run_1/flops_by_reg.png
Other sequential cells in the stronger grey, the rest of the logic in the fainter grey.
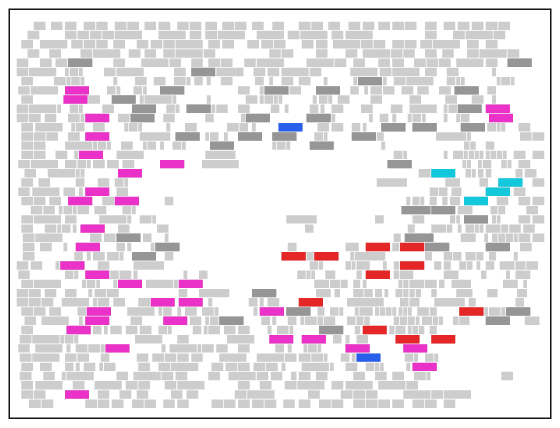
run_1/placement_by_type.png
Fill, decap, tap and diode cells in grey.
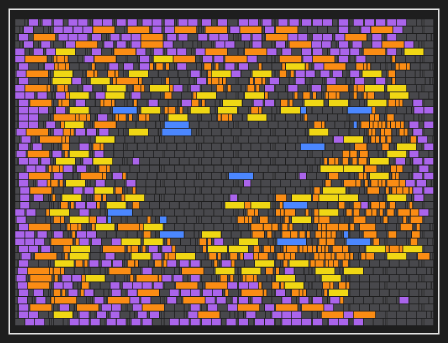
run_1/placement.png
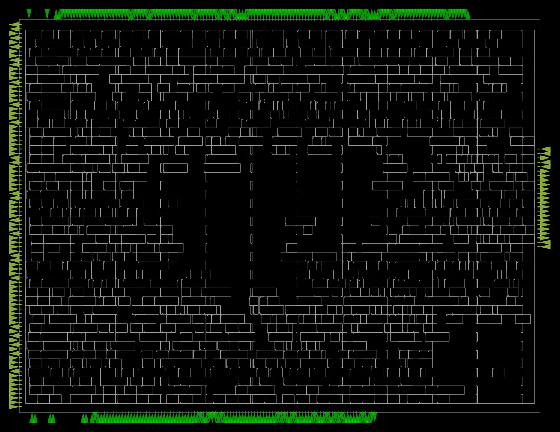
**src/rtl/gen_scheduler.sv**
```systemverilog
// gen_scheduler: round-robin time-sharing of one output stream across N_GEN
// generator instances. One generator runs at a time. Its tuples pass through a
// single-entry output register with valid/ready handshaking. A watchdog ends
// jobs that stop making progress.
module gen_scheduler #(
  parameter int N_GEN   = 4,
  parameter int WIDTH   = 32,
  parameter int TIMEOUT = 1024,
  localparam int IDW    = (N_GEN > 2) ? $clog2(N_GEN) : 1
) (
  input  logic                   _clock,
  input  logic                   _reset_n,
  input  logic [N_GEN-1:0]       req,
  output logic [N_GEN-1:0]       gen_start,
  output logic [N_GEN-1:0]       gen_ready,
  input  logic [N_GEN-1:0]       gen_valid,
  input  logic [N_GEN-1:0]       gen_done,
  input  logic [N_GEN*WIDTH-1:0] gen_out0,
  input  logic [N_GEN*WIDTH-1:0] gen_out1,
  output logic [WIDTH-1:0]       _out0,
  output logic [WIDTH-1:0]       _out1,
  output logic [IDW-1:0]         _src,
  output logic                   _valid,
  input  logic                   _ready,
  output logic                   busy,
  output logic                   job_done,
  output logic [IDW-1:0]         job_id,
  output logic                   job_err
);

  // Watchdog counter wide enough to hold TIMEOUT itself.
  localparam int WDW = (TIMEOUT < 2) ? 1 : $clog2(TIMEOUT + 1);
  localparam logic [IDW:0]       N_GEN_W  = (IDW + 1)'(N_GEN);
  localparam logic [IDW-1:0]     LAST_IDX = IDW'(N_GEN - 1);
  localparam logic [N_GEN-1:0]   ONE_HOT0 = N_GEN'(1);
  localparam logic [WDW-1:0]     TMO_W    = WDW'(TIMEOUT);

  typedef enum logic [1:0] {
    S_IDLE   = 2'd0,
    S_START  = 2'd1,
    S_RUN    = 2'd2,
    S_FINISH = 2'd3
  } state_t;

  // Registered state
  state_t             r_state;
  logic [IDW-1:0]     r_grant;
  logic [IDW-1:0]     r_ptr;
  logic [WDW-1:0]     r_wdog;
  logic               r_err;
  logic               r_valid;
  logic [WIDTH-1:0]   r_out0;
  logic [WIDTH-1:0]   r_out1;
  logic [IDW-1:0]     r_src;
  logic [N_GEN-1:0]   r_gen_start;

  // Combinational helpers
  logic [2*N_GEN-1:0] w_req_rot;
  logic [IDW-1:0]     w_off;
  logic [IDW:0]       w_pick_sum;
  logic [IDW:0]       w_pick_wrap;
  logic [IDW-1:0]     w_pick;
  logic [IDW-1:0]     w_next_ptr;
  logic               w_in_run;
  logic               w_ready_g;
  logic               w_valid_g;
  logic               w_done_g;
  logic               w_gen_xfer;
  logic               w_out_xfer;
  logic               w_wdog_tick;
  logic [WDW-1:0]     w_wdog_inc;
  logic               w_timeout_hit;
  logic [WIDTH-1:0]   w_slice0;
  logic [WIDTH-1:0]   w_slice1;

  // Rotate requests so bit 0 is the requester at ptr; the first set bit is the
  // offset of the winner from ptr, which gives wrap-around priority for free.
  assign w_req_rot = {req, req} >> r_ptr;

  // Lowest set bit of the rotated request vector (offset from ptr).
  always_comb begin
    w_off = '0;
    for (int k = N_GEN - 1; k >= 0; k--) begin
      if (w_req_rot[k]) begin
        w_off = IDW'(k);
      end
    end
  end

  assign w_pick_sum  = {1'b0, r_ptr} + {1'b0, w_off};
  assign w_pick_wrap = (w_pick_sum >= N_GEN_W) ? (w_pick_sum - N_GEN_W) : w_pick_sum;
  assign w_pick      = w_pick_wrap[IDW-1:0];
  assign w_next_ptr  = (r_grant == LAST_IDX) ? '0 : (r_grant + 1'b1);

  // Signals of the currently granted generator.
  assign w_valid_g = gen_valid[r_grant];
  assign w_done_g  = gen_done[r_grant];
  assign w_slice0  = gen_out0[r_grant*WIDTH +: WIDTH];
  assign w_slice1  = gen_out1[r_grant*WIDTH +: WIDTH];

  // The output register can take a new tuple when empty or draining this cycle.
  assign w_in_run   = (r_state == S_RUN);
  assign w_ready_g  = !r_valid || _ready;
  assign w_gen_xfer = w_in_run && w_ready_g && w_valid_g;
  assign w_out_xfer = r_valid && _ready;

  // The watchdog only counts cycles where the generator is the one holding
  // things up; a downstream stall is not the generator's fault.
  assign w_wdog_tick   = w_in_run && w_ready_g && !w_valid_g && !w_done_g;
  assign w_wdog_inc    = r_wdog + 1'b1;
  assign w_timeout_hit = (TIMEOUT != 0) && (w_wdog_inc == TMO_W);

  // Only the granted generator sees ready, and only while running.
  for (genvar gi = 0; gi < N_GEN; gi++) begin : g_ready
    assign gen_ready[gi] = w_in_run && w_ready_g && (r_grant == IDW'(gi));
  end

  assign gen_start = r_gen_start;
  assign _out0     = r_out0;
  assign _out1     = r_out1;
  assign _src      = r_src;
  assign _valid    = r_valid;
  assign busy      = (r_state != S_IDLE);
  // Job completion is reported in the FINISH cycle in which the output has drained.
  assign job_done  = (r_state == S_FINISH) && !r_valid;
  assign job_id    = job_done ? r_grant : '0;
  assign job_err   = job_done && r_err;

  // Scheduler FSM together with the output register and watchdog.
  always_ff @(posedge _clock) begin
    if (!_reset_n) begin
      r_state     <= S_IDLE;
      r_grant     <= '0;
      r_ptr       <= '0;
      r_wdog      <= '0;
      r_err       <= 1'b0;
      r_valid     <= 1'b0;
      r_out0      <= '0;
      r_out1      <= '0;
      r_src       <= '0;
      r_gen_start <= '0;
    end else begin
      r_gen_start <= '0;
      case (r_state)
        S_IDLE: begin
          if (|req) begin
            r_grant     <= w_pick;
            r_gen_start <= ONE_HOT0 << w_pick;
            r_state     <= S_START;
          end
        end

        S_START: begin
          r_wdog  <= '0;
          r_state <= S_RUN;
        end

        S_RUN: begin
          if (w_gen_xfer) begin
            r_out0  <= w_slice0;
            r_out1  <= w_slice1;
            r_src   <= r_grant;
            r_valid <= 1'b1;
          end else if (w_out_xfer) begin
            r_valid <= 1'b0;
          end

          if (w_gen_xfer) begin
            r_wdog <= '0;
          end else if (w_wdog_tick) begin
            r_wdog <= w_wdog_inc;
          end

          // A done generator wins over a simultaneous timeout.
          if (w_done_g) begin
            r_state <= S_FINISH;
          end else if (w_wdog_tick && w_timeout_hit) begin
            r_err   <= 1'b1;
            r_state <= S_FINISH;
          end
        end

        S_FINISH: begin
          if (r_valid) begin
            if (_ready) begin
              r_valid <= 1'b0;
            end
          end else begin
            r_ptr   <= w_next_ptr;
            r_err   <= 1'b0;
            r_state <= S_IDLE;
          end
        end

        default: begin
          r_state <= S_IDLE;
        end
      endcase
    end
  end

endmodule

```
**config.mk**
```make
export PLATFORM = sky130hd
export DESIGN_NAME = gen_scheduler
export DESIGN_NICKNAME = d
export VERILOG_FILES = /design/src/rtl/gen_scheduler.sv
export SDC_FILE = /design/constraint.sdc
export NUM_CORES = 1
export LEC_CHECK = 0
export CAP_MARGIN = 20
export CORE_ASPECT_RATIO = 0.75
export CORE_MARGIN = 1.5
export CORE_UTILIZATION = 30
export CTS_BUF_LIST = sky130_fd_sc_hd__clkbuf_8 sky130_fd_sc_hd__clkbuf_16
export CTS_CLUSTER_DIAMETER = 40
export DETAILED_ROUTE_END_ITERATION = 6
export PLACE_DENSITY = 0.68
export SLEW_MARGIN = 20
export SYNTH_ARGS = -nofsm -noshare
export SYNTH_HDL_FRONTEND = slang
export SYNTH_SLANG_ARGS = --single-unit
```
**constraint.sdc**
```tcl
create_clock -name _clock -period 5.59 [get_ports _clock]
set_input_delay 0.559 -clock _clock [delete_from_list [all_inputs] [get_ports _clock]]
set_output_delay 0.559 -clock _clock [all_outputs]
set_load 0.02 [all_outputs]
```
==> impl_metrics.csv, run 1 <==
group,metric,value,unit
power_and_ir_drop,comb_power_share,45.7,%
clocking,cts_tree,"built",
clocking,clockBufferDepth,2,
floorplanning,fp_util,30.88,%
clocking,clockRootBuffer,"clkbuf_16",
global_route,grt_overflow_total,0,
detailed_routing,routed-wl-met3,1.447,mm
sta,hold_viol_final,0,
sta,fmax,330.3,MHz
sta,finalMaxSlewViolations,0,
synthesis,edf_count,0,
detailed_routing,wl_met2,9.604,mm
synthesis,flop_cell,"dfxtp_1",
placed_design,gp_congestion,0.8446,
placed_design,port_buffers,350,
sta,period_used_share,54.16,%
detailed_routing,vias,5478,
synthesis,topCellsByArea,"dfxtp_1 (32%), mux4_2 (27%), nand2_1 (10%)",
outcome,status,"finished clean",
clocking,cts_made_buffers,9,
floorplanning,dieArea,19170,um^2
synthesis,syn_avg_cell_area,9.789,um^2
synthesis,yosysTopAreaCell,"dfxtp_1",
sta,finalCriticalPeriod,3027,ps
detailed_routing,drt_iter0_drc,304,
placed_design,dp_hpwl,15.50,mm
detailed_routing,drt_pass1_iterations,4,
Back to the opening pictures, flops_by_reg.png:
legend:
  magenta:
    netlist_name: _out0
    placed_flops: 32
  cyan:
    netlist_name: gen_start
    placed_flops: 4
    where: right middle
  red:
    netlist_name: r_wdog
    placed_flops: 11
  blue:
    netlist_name: _src
    placed_flops: 2
not coloured: 40

Back to the opening pictures, placement_by_type.png:
legend:
  orange:
    class: combinational and other logic
    cells: 427
    share_of_their_area: 39%
  yellow:
    class: sequential cells
    cells: 89
    share_of_their_area: 20%
  purple:
    class: remaining buffers and delay cells
    cells: 355
    share_of_their_area: 39%
  blue:
    class: clock drivers and dummy loads
    cells: 16
    share_of_their_area: 3.4%

Back to the opening pictures, placement.png:
fin util: 53.16%
Core Area: 17810 um^2
Cell Count, Final, Fillers Out: 1129

run 1: registers in the layout (all words and copies together), names as in the netlist, 2 cells and up:
name,cells
r_grant,2
_out0,32
r_ptr,2
_src,2
gen_start,4
r_state,2
_out1,32
r_wdog,11
run 1: per-stage QoR:
step | instances | area (um^2) | hold slack, ps
2_1_floorplan | 562 | 5502 | 462.0
3_3_place_gp | 1113 | 9159 | 449.0
3_5_place_dp | 1113 | 9159 | 455.8
4_1_cts | 1129 | 9470 | 464.4
5_1_grt | 1129 | 9470 | 479.2
6_report | 1129 | 9470 | 460.0
run 1: cells by family after synthesis:
logic type,share of synthesized area (%)
compound gates,15.24
xor+xnor,0.1592
fa+ha+maj,2.502
buf+inv,4.253
flops,32.39
mux,27.56
simple gates,17.90
run 1: layout make-up:
cell class	instances	area, um^2
clock buffers	9	225.2
repair buffers	355	3536
inverters	11	41.29
clock inverters	7	86.33
well taps	242	302.8
flip-flops and latches	89	1789
fillers	1613	8344
multi-input cells	416	3490
run 1: cell usage in the layout (no fill, tap or decap), types with 2 or more instances in the layout:
master / n
nor2b_1: 9
and4_1: 2
clkbuf_16: 9
nand3b_1: 2
mux4_2: 66
and2_1: 5
and3_1: 2
bufinv_16: 2
nor3_1: 4
o21a_1: 2
a21boi_1: 2
a21oi_1: 3
nand2_1: 148
inv_1: 13
nor2_1: 18
buf_4: 5
a21boi_0: 67
nand4_1: 4
nand2_2: 2
o221a_2: 4
dfxtp_1: 87
clkdlybuf4s50_1: 349
dfxtp_4: 2
o211ai_1: 3
ha_1: 11
o22ai_1: 2
nor3b_1: 2
or3_1: 2
a41oi_1: 3
nand3_1: 13
mux2i_1: 3
nand2b_1: 2
o21ai_0: 16
run 1: worst max-delay path: stages, from the launching register on:
cell and delay (ps):
dfxtp_1 320, inv_1 100, ha_1 520, nor2b_1 400
and2_1 190, clkdlybuf4s50_1 600
run 1: power by group through the flow:
stage               Sequential, mW  Clock, mW  Combinational, mW
global route                 0.852      0.695               1.34
detailed placement           0.849          0               1.26
global placement             0.845          0               1.25
floorplan                    0.862          0              0.730
finish                       0.830      0.640               1.24
CTS                          0.837      0.663               1.26
run 1: metal layers:
metal | track usage (%) | vias to the layer above
li1 | - | 2675
met1 | 26.38 | 2564
met2 | 34.22 | 213
met3 | 6.003 | 26
met4 | 5.601 | 0
met5 | 0 | -
run 1: final timing paths:
path,start,to,slack [ps],cells after the start
worst max-delay path,r_state[0]$_SDFFE_PN0P_,gen_ready[2],2560,5
worst min-delay path,_out1[27]$_SDFFE_PN0P_,_out1[27]$_SDFFE_PN0P_,460,2
worst max register to register,r_grant[0]$_SDFFE_PN0P_,_out1[18]$_SDFFE_PN0P_,2690,5
worst min register to register,_out1[27]$_SDFFE_PN0P_,_out1[27]$_SDFFE_PN0P_,460,2
run_1/metal_density.png
The bar under the picture is 50 um long. The die is cut into 32 by 24 equal tiles; black is low, pale yellow is high, scaled to the fullest tile. Values are wire area over tile area, all layers added.
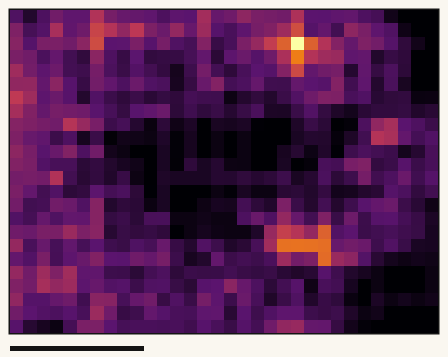

==> run 2, diff against run 1 <==
clock period = 3.15 ns   (was 5.59 ns; I/O delays follow)
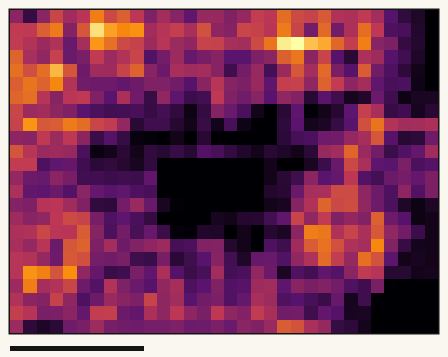
run_2/metal_density.png
The bar under the picture is 50 um long. The die is cut into 32 by 24 equal tiles; black is low, pale yellow is high, scaled to the fullest tile. Values are wire area over tile area, all layers added.
mean over tiles: 0.17
emptiest ninth of the die: middle
tiles over half the peak: 18%
nearly empty tiles: 10%
fullest tile: 0.54
densest ninth of the die: top left

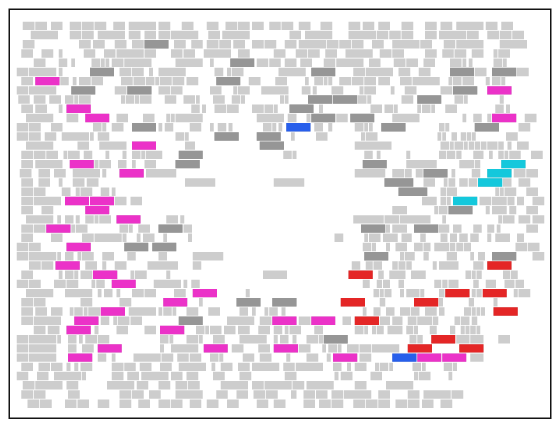
run_2/flops_by_reg.png
Other sequential cells in the stronger grey, the rest of the logic in the fainter grey.
legend:
  blue:
    netlist_name: _src
    placed_flops: 2
  cyan:
    netlist_name: gen_start
    placed_flops: 4
    where: right middle
  magenta:
    netlist_name: _out0
    placed_flops: 32
  red:
    netlist_name: r_wdog
    placed_flops: 11
    where: bottom right
not coloured: 40

==> run 2 against run 1 <==
Power grew 77%. Routed wire length up 1.7%. Non-clock buffer count increased by 4. Clock skew increased by 1.5 ps. Critical endpoint is now gen_ready[1]. Hold slack got worse by 1.5 ps. Combinational power up 84%. Cell count is 0.35% higher. Register-to-register slack lost 1800 ps. Sequential share of layout area fell by 0.062 points. Via count increased by 0.33%. Critical path depth did not move.
==> impl_metrics.csv, run 2 <==
group,metric,value,unit
outcome,status,"finished clean",
critical_path,timing.rr.start,"r_grant[1]$_SDFFE_PN0P_",
detailed_routing,drt_iter0_drc,249,
floorplanning,core,17810,um^2
synthesis,synthAoiAreaFrac,15.24,%
critical_path,r2r-end,"r_state[1]$_SDFFE_PN0P_",
synthesis,yosysTopAreaCell,"dfxtp_1",
floorplanning,dieArea,19170,um^2
layout,final_cell_area,9502,um^2
synthesis,adder_share,2.502,%
sta,hold_viol_final,0,
clocking,cts_made_buffers,9,
sta,finalCriticalPeriod,2702,ps
synthesis,logic_family,"multiplexers",
clocking,clockBufferDepth,2,
layout,final_cells,1133,
global_route,grt_overflow_total,0,
synthesis,edf_count,0,
synthesis,synthXorXnorAreaFrac,0.1592,%
clocking,clockRootBuffer,"clkbuf_16",
synthesis,flop_cell,"dfxtp_1",
placed_design,gp_congestion,0.7816,
sta,fmax,370.1,MHz
detailed_routing,vias,5496,
synthesis,yosys.area_share.simple,17.90,%
placed_design,port_buffers,350,
-- run 2: cell counts after synthesis --
No cell type changed its count.
-- run 2: area by class of cell --
type	instances	area, um^2	area share, %
clock buffer	10	239.0	2.515
clock inverter	6	61.31	0.6452
inverter	11	41.29	0.4346
multi-input combinational	416	3490	36.73
sequential	89	1789	18.83
tap	242	302.8	3.187
timing repair buffer	359	3578	37.66
-- run 2: worst min path at each step --
stage	start	endpoint	slack, ps	cells after the start
after floorplan	r_wdog[6]$_SDFFE_PN0P_	r_wdog[6]$_SDFFE_PN0P_	460	2
after global placement	_out0[17]$_SDFFE_PN0P_	_out0[17]$_SDFFE_PN0P_	450	2
final	_out0[30]$_SDFFE_PN0P_	_out0[30]$_SDFFE_PN0P_	460	2
after CTS	_out0[30]$_SDFFE_PN0P_	_out0[30]$_SDFFE_PN0P_	460	2
after detailed placement	_out0[21]$_SDFFE_PN0P_	_out0[21]$_SDFFE_PN0P_	460	2
after global routing	_out0[6]$_SDFFE_PN0P_	_out0[6]$_SDFFE_PN0P_	480	2
-- run 2: worst max-delay path, cell delays in order (launching register included) --
cell,delay [ps]
dfxtp_1,330
inv_1,100
ha_1,470
nor2b_1,380
and2_1,180
clkdlybuf4s50_1,600
-- run 2: per-layer routing --
metal / vias up / track usage [%] / wire length [um]
met1: 2636 / 26.79 / 8655
li1: 2689 / - / -
met5: - / 0 / 0
met2: 161 / 35.62 / 9993
met3: 10 / 6.346 / 1301
met4: 0 / 3.066 / 142
-- run 2: logic make-up (layout without fill, tap and decap cells) --
logic type	Yosys count	after routing
AOI/OAI and AO/OA	113	113
adders and majority gates	11	11
buffers and inverters	57	386
and+or+nand+nor	222	222
DFF	89	89
xor gates and xnor gates	1	1
muxes	69	69
-- run 2: where the power goes --
group          internal [mW]  switching, mW
Clock                  0.633          0.452
Sequential              1.28          0.135
Combinational           1.21           1.07
Total                   3.12           1.66
-- run 2: per-stage QoR --
stage | hold slack (ps) | worst slack, ps | util (%)
floorplan | 462.0 | 1151 | -
global placement | 448.6 | 799.5 | 51.65
detailed placement | 455.8 | 740.3 | 51.65
CTS | 464.6 | 425.8 | 53.34
global route | 482.7 | 284.6 | 53.34
finish | 458.4 | 448.0 | 53.34
==> run 3, diff against run 2 <==
SLEW_MARGIN = unset   (was 20)
TNS_END_PERCENT = 20   (was unset)
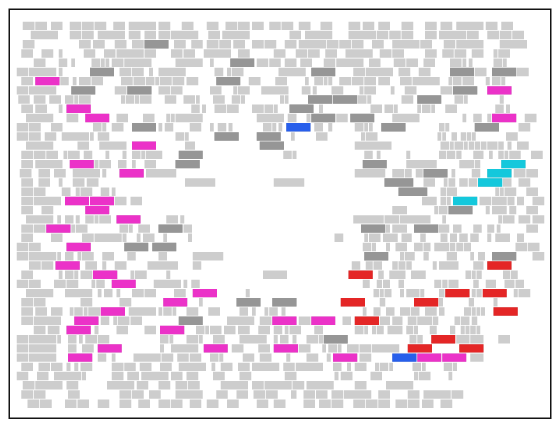
run_3/flops_by_reg.png
Other sequential cells in the stronger grey, the rest of the logic in the fainter grey.
Reg area: 1789 um^2
Seq power: 1.42 mW
fin util: 53.34%
flop share of the area: 18.83%

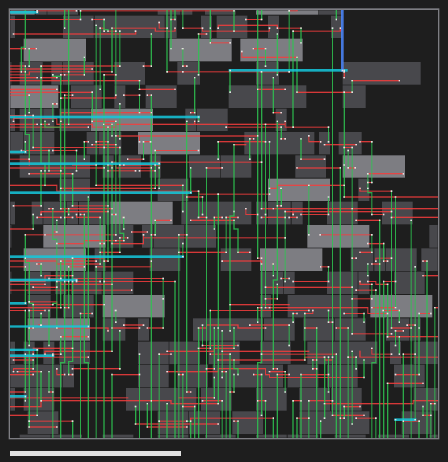
run_3/detail.png
The bar under the picture is 20 um long. Region (15, 5) to (65, 55) um. Cells in grey, sequential cells in the stronger grey; small squares are vias.
legend:
  cyan:
    layer: metal 3
  red:
    layer: metal 1
  blue:
    layer: metal 4
  green:
    layer: metal 2
most frequent: clkdlybuf4s50_1 (52), nand2_1 (31)
netlist names of flops here include: _out0 (13), _out1 (3)
sequential cells in the window: 16
cells with their middle in the window: 129

==> run 3 against run 2 <==
Register-to-register slack about the same. Maximum frequency unchanged. Setup slack stayed put. Sequential cell count did not move. Routed wire length stayed put. Combinational power barely moved. Critical path depth stayed put. Synthesized cell count stayed put. Highest routed layer unchanged.
==> impl_metrics.csv, run 3 <==
group,metric,value,unit
synthesis,top_cell,"nand2_1",
placed_design,port_buffers,350,
sta,finalCriticalPeriod,2702,ps
clocking,cts_made_buffers,9,
sta,relSlewSlack,45.38,%
outcome,status,"finished clean",
sta,finalMaxSlewViolations,0,
layout,final_cell_area,9502,um^2
sta,finalSetupTns,0,ps
synthesis,async_reset_ff_share,0,%
floorplanning,dieArea,19170,um^2
critical_path,crit_path_start_kind,"register",
sta,hold_viol_final,0,
clocking,cts_hold_buffers,0,
global_route,grt_overflow_total,0,
synthesis,edf_count,0,
layout,final_layout_size_suffix_gt1_share,11.90,%
synthesis,yosysTopAreaCell,"dfxtp_1",
clocking,clockRootBuffer,"clkbuf_16",
layout,final_cells,1133,
job,cap_viol_max_count,0,
critical_path,cp-end-kind,"output port",
sta,period_used_share,85.78,%
floorplanning,core,17810,um^2
placed_design,gp_congestion,0.7816,
detailed_routing,vias,5496,
sta,fmax,370.1,MHz
detailed_routing,drt_iter0_drc,249,
synthesis,flop_cell,"dfxtp_1",
clocking,clockBufferDepth,2,
worst_hold_path,hold_path.class,"reg2reg",
synthesis,synthCells,562,
clocking,cts_resized,0,
## run 3: layer usage
metal  wire length [um]  GRT usage [%]
met5                  0              0
met2               9993          35.62
met3               1301          6.346
met1               8655          26.79
met4                142          3.066
## run 3: kinds of logic (layout without fill, tap and decap cells)
| kind of cell | after synthesis | in the layout | share of synthesized area, % |
|---|---|---|---|
| flip-flops | 89 | 89 | 32.39 |
| adder cells (fa/ha/maj) | 11 | 11 | 2.502 |
| AND-OR/OR-AND | 113 | 113 | 15.24 |
| XOR/XNOR | 1 | 1 | 0.1592 |
| buffers and inverters | 57 | 386 | 4.253 |
| multiplexers | 69 | 69 | 27.56 |
| AND/OR/NAND/NOR | 222 | 222 | 17.90 |
## run 3: worst paths after layout
path	startpoint	endpoint	slack, ps	depth (start not counted)
setup / recovery	r_state[0]$_SDFFE_PN0P_	gen_ready[1]	450	5
hold / removal	_out0[30]$_SDFFE_PN0P_	_out0[30]$_SDFFE_PN0P_	460	2
setup reg to reg	r_grant[1]$_SDFFE_PN0P_	r_state[1]$_SDFFE_PN0P_	880	6
hold reg to reg	_out0[30]$_SDFFE_PN0P_	_out0[30]$_SDFFE_PN0P_	460	2
## run 3: final cells by class
type                       count  area (um^2)
clock inverter                 6        61.31
sequential                    89         1789
clock buffer                  10        239.0
timing repair buffer         359         3578
multi-input combinational    416         3490
fill                        1635         8313
inverter                      11        41.29
tap                          242        302.8
## run 3: critical path: stages, from the launching register on
cell and delay [ps]:
dfxtp_1 330, inv_1 100, ha_1 470, nor2b_1 380, and2_1 180, clkdlybuf4s50_1 600
## run 3: through the flow
step	setup slack (ps)	util (%)	hold WS, ps
finish	448.0	53.34	458.4
global route	284.6	53.34	482.7
floorplan	1151	-	462.0
global placement	799.5	51.65	448.6
detailed placement	740.3	51.65	455.8
CTS	425.8	53.34	464.6
## run 3: where the power goes
group	internal (mW)	leakage (nW)	total (mW)	switching [mW]
Clock	0.633	0.147	1.08	0.452
Sequential	1.28	0.722	1.42	0.135
Combinational	1.21	2.29	2.28	1.07
Total	3.12	3.16	4.78	1.66
Power is estimated from default activity; no workload was simulated.
